==> config.mk <==
export PLATFORM = sky130hd
export DESIGN_NAME = instruction_fetch
export DESIGN_NICKNAME = d
export VERILOG_FILES = /design/src/rtl/instruction_fetch.sv
export SDC_FILE = /design/constraint.sdc
export NUM_CORES = 1
export LEC_CHECK = 0
export ABC_AREA = 1
export CORE_UTILIZATION = 52
export CTS_BUF_LIST = sky130_fd_sc_hd__clkbuf_8
export CTS_CLUSTER_SIZE = 12
export DETAILED_ROUTE_END_ITERATION = 8
export GPL_TIMING_DRIVEN = 0
export PLACE_DENSITY = 0.9
export SLEW_MARGIN = 30
export SYNTH_ARGS = -nofsm -noshare
export SYNTH_HDL_FRONTEND = slang
export SYNTH_SLANG_ARGS = --single-unit
export TNS_END_PERCENT = 20
==> constraint.sdc <==
create_clock -name clk -period 3 [get_ports clk]
set_input_delay 0.3 -clock clk [delete_from_list [all_inputs] [get_ports clk]]
set_output_delay 0.3 -clock clk [all_outputs]
set_load 0.02 [all_outputs]
Figure 1. Clock routing.
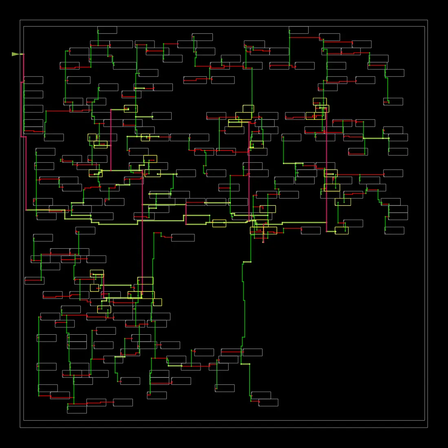
Clock group: 1.80 mW
Num CTS Buffers: 17
Worst Skew: 22.0 ps
total of clock buffers placed in the layout: 17
clock latency on the worst-skew pair: 500 ps

Figure 2. Cell sizes after repair.
Scale: 2 px per um.
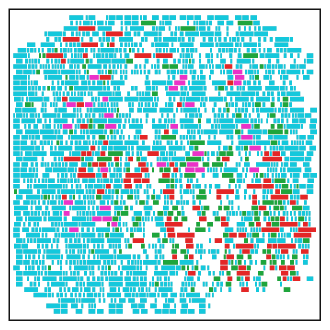
- drive 3 to 4: red (cells 114; share 5.4%; most used buf_4)
- drive 6 and up: magenta (cells 32; share 1.5%; most used clkbuf_8)
- drive 2: green (cells 193; share 9.1%; most used nand2_2)
- drive 1 or less: cyan (cells 1779; share 84%; most used nand2_1)
Synth-to-Final Area Change: 30.7%
non-clock buffer count in the final layout: 302

Figure 3. Wire density map.
Scale: 2 px per um. 31 x 31 tiles, from dark purple (low) to yellow (high), scaled to the fullest tile. Values are wire area over tile area, all layers added.
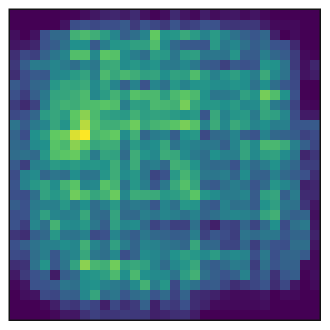
- mean over tiles: 0.35
- nearly empty tiles: 6.5%
- tiles over half the peak: 27%
wire length reported by the detailed router: 48300 um
vias after detailed routing: 14500
overall global routing resource usage: 39.6%
wire per inst: 19.9 um

Figure 4. M3 wires.
Scale: 2 px per um. Cells faint in the background.
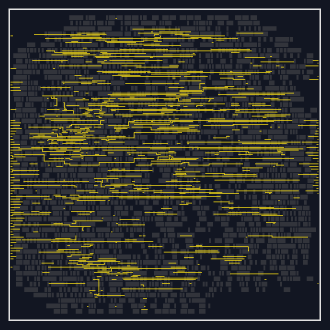
- longest straight run: 101 um
- share of all routed wire: 12%
- wire length on this layer: 5640 um
- nets with wire on the layer: 395
global routing usage on met3: 7.45%

==> CHANGELOG.md <==
### Changed

- Combinational logic power: 0.904 mW
- List of most frequent post-synthesis cells: sky130_fd_sc_hd__nand2_1 (445), sky130_fd_sc_hd__inv_1 (212), sky130_fd_sc_hd__o21ai_0 (206)
- Number of resized instances in the post-cts repair step: between 100 and 150
- Final GP Congestion: about 0.97
- Cell Count Post-Placement: 2362
- Cell area after placement: 14200 um2
- DRT met1 WL: ~19000 um
- Portion of the post-synthesis area used by sequential elements: 32.3%
- Final net count: 2217
- Met2 track demand over resource in global routing: 61.0%
- Number of cells on the critical path: 23
- R2r worst-path depth: 23
- Synthesized registers: 196
- Chip area in the Yosys report: 12100 um2
- Root buffer selected by CTS: sky130_fd_sc_hd__clkbuf_8
- Distinct lib cells: between 40 and 50
- Area of combinational cells with multiple inputs: a little under 8000 um2
- Post-route standard cell area excluding fillers: 15900 um2
- Largest family of logic cells by area: simple AND/OR/NAND/NOR gates
- Diode count: 0
- Cell class ranked first by area: multi-input combinational cells
- Run status: complete, but fails checks
- Xor-xnor portion of the synthesized cell area: around 4%
- Share of the final layout cell area in sequential cells: 25.0%
- Highest signal layer in the routed design: met4
- Worst slew slack as a fraction of its limit: between 30% and 40%
- Multi-input combinational gate total: 1361
- Violated checks: negative setup slack
- Clk sinks: 196
- Largest net degree at the start of global routing: 23
- Actual slew at the worst max-slew pin: 941 ps
- Max capacitance violation total: 0
- Count of pins on the block boundary: roughly 170
- Adder share: under 10%
- PortBufs: 166
- Nonclk inv count: approximately 230
- Area of the mapped netlist: around 12000 um2
- Most frequently placed logic cell in the final layout: sky130_fd_sc_hd__nand2_1
- Area fraction in and, or, nand and nor cells after synthesis: between 20 and 30%
- NetSw: roughly 1.8 mW
- Min-delay worst type: in -> reg
- Worst Path Arrival: about 3700 ps
- And-or/or-and share of the synthesized area: 23.4%
- Post-CTS setup repair buffer count: 21
- Detail Route met2 WL: ~21000 um
- Top logic cells by instance count in the layout: sky130_fd_sc_hd__nand2_1 (389), sky130_fd_sc_hd__inv_1 (203), sky130_fd_sc_hd__o21ai_0 (183)
- Residual DRC: 0
- Worst hold slack across all endpoints: 342 ps
- Final worst setup slack: -245 ps
- Portion of synthesized cell area occupied by the leading cell type: between 30 and 40%
- Non-clock buffering overhead in the final layout: 14.9%
- Worst Path Max Fanout: 4
- FFs & Latches: 196
- Clock period minus worst slack: 3250 ps
- H-tree levels: 4
- Final standard cell count with taps included and fillers excluded: 2431
- Post-synth top flop: sky130_fd_sc_hd__dfxtp_1
- Log Warnings: 35
- Most used cell, CP: sky130_fd_sc_hd__nand2_2
- Die outline width: 155 um
- Setup violations, final: 30
- Total count of hold-check failures in the final report: 0
- Cell with the largest stage delay on the worst path: sky130_fd_sc_hd__dfxtp_4
- Register clock-pin slew on the reported worst setup and hold paths: 120 ps
- Fill cell total of the finished layout: around 2000
- Hold Crit Depth: 3
- Well-tap cell count: 313
Power is estimated from default activity; no workload was simulated.
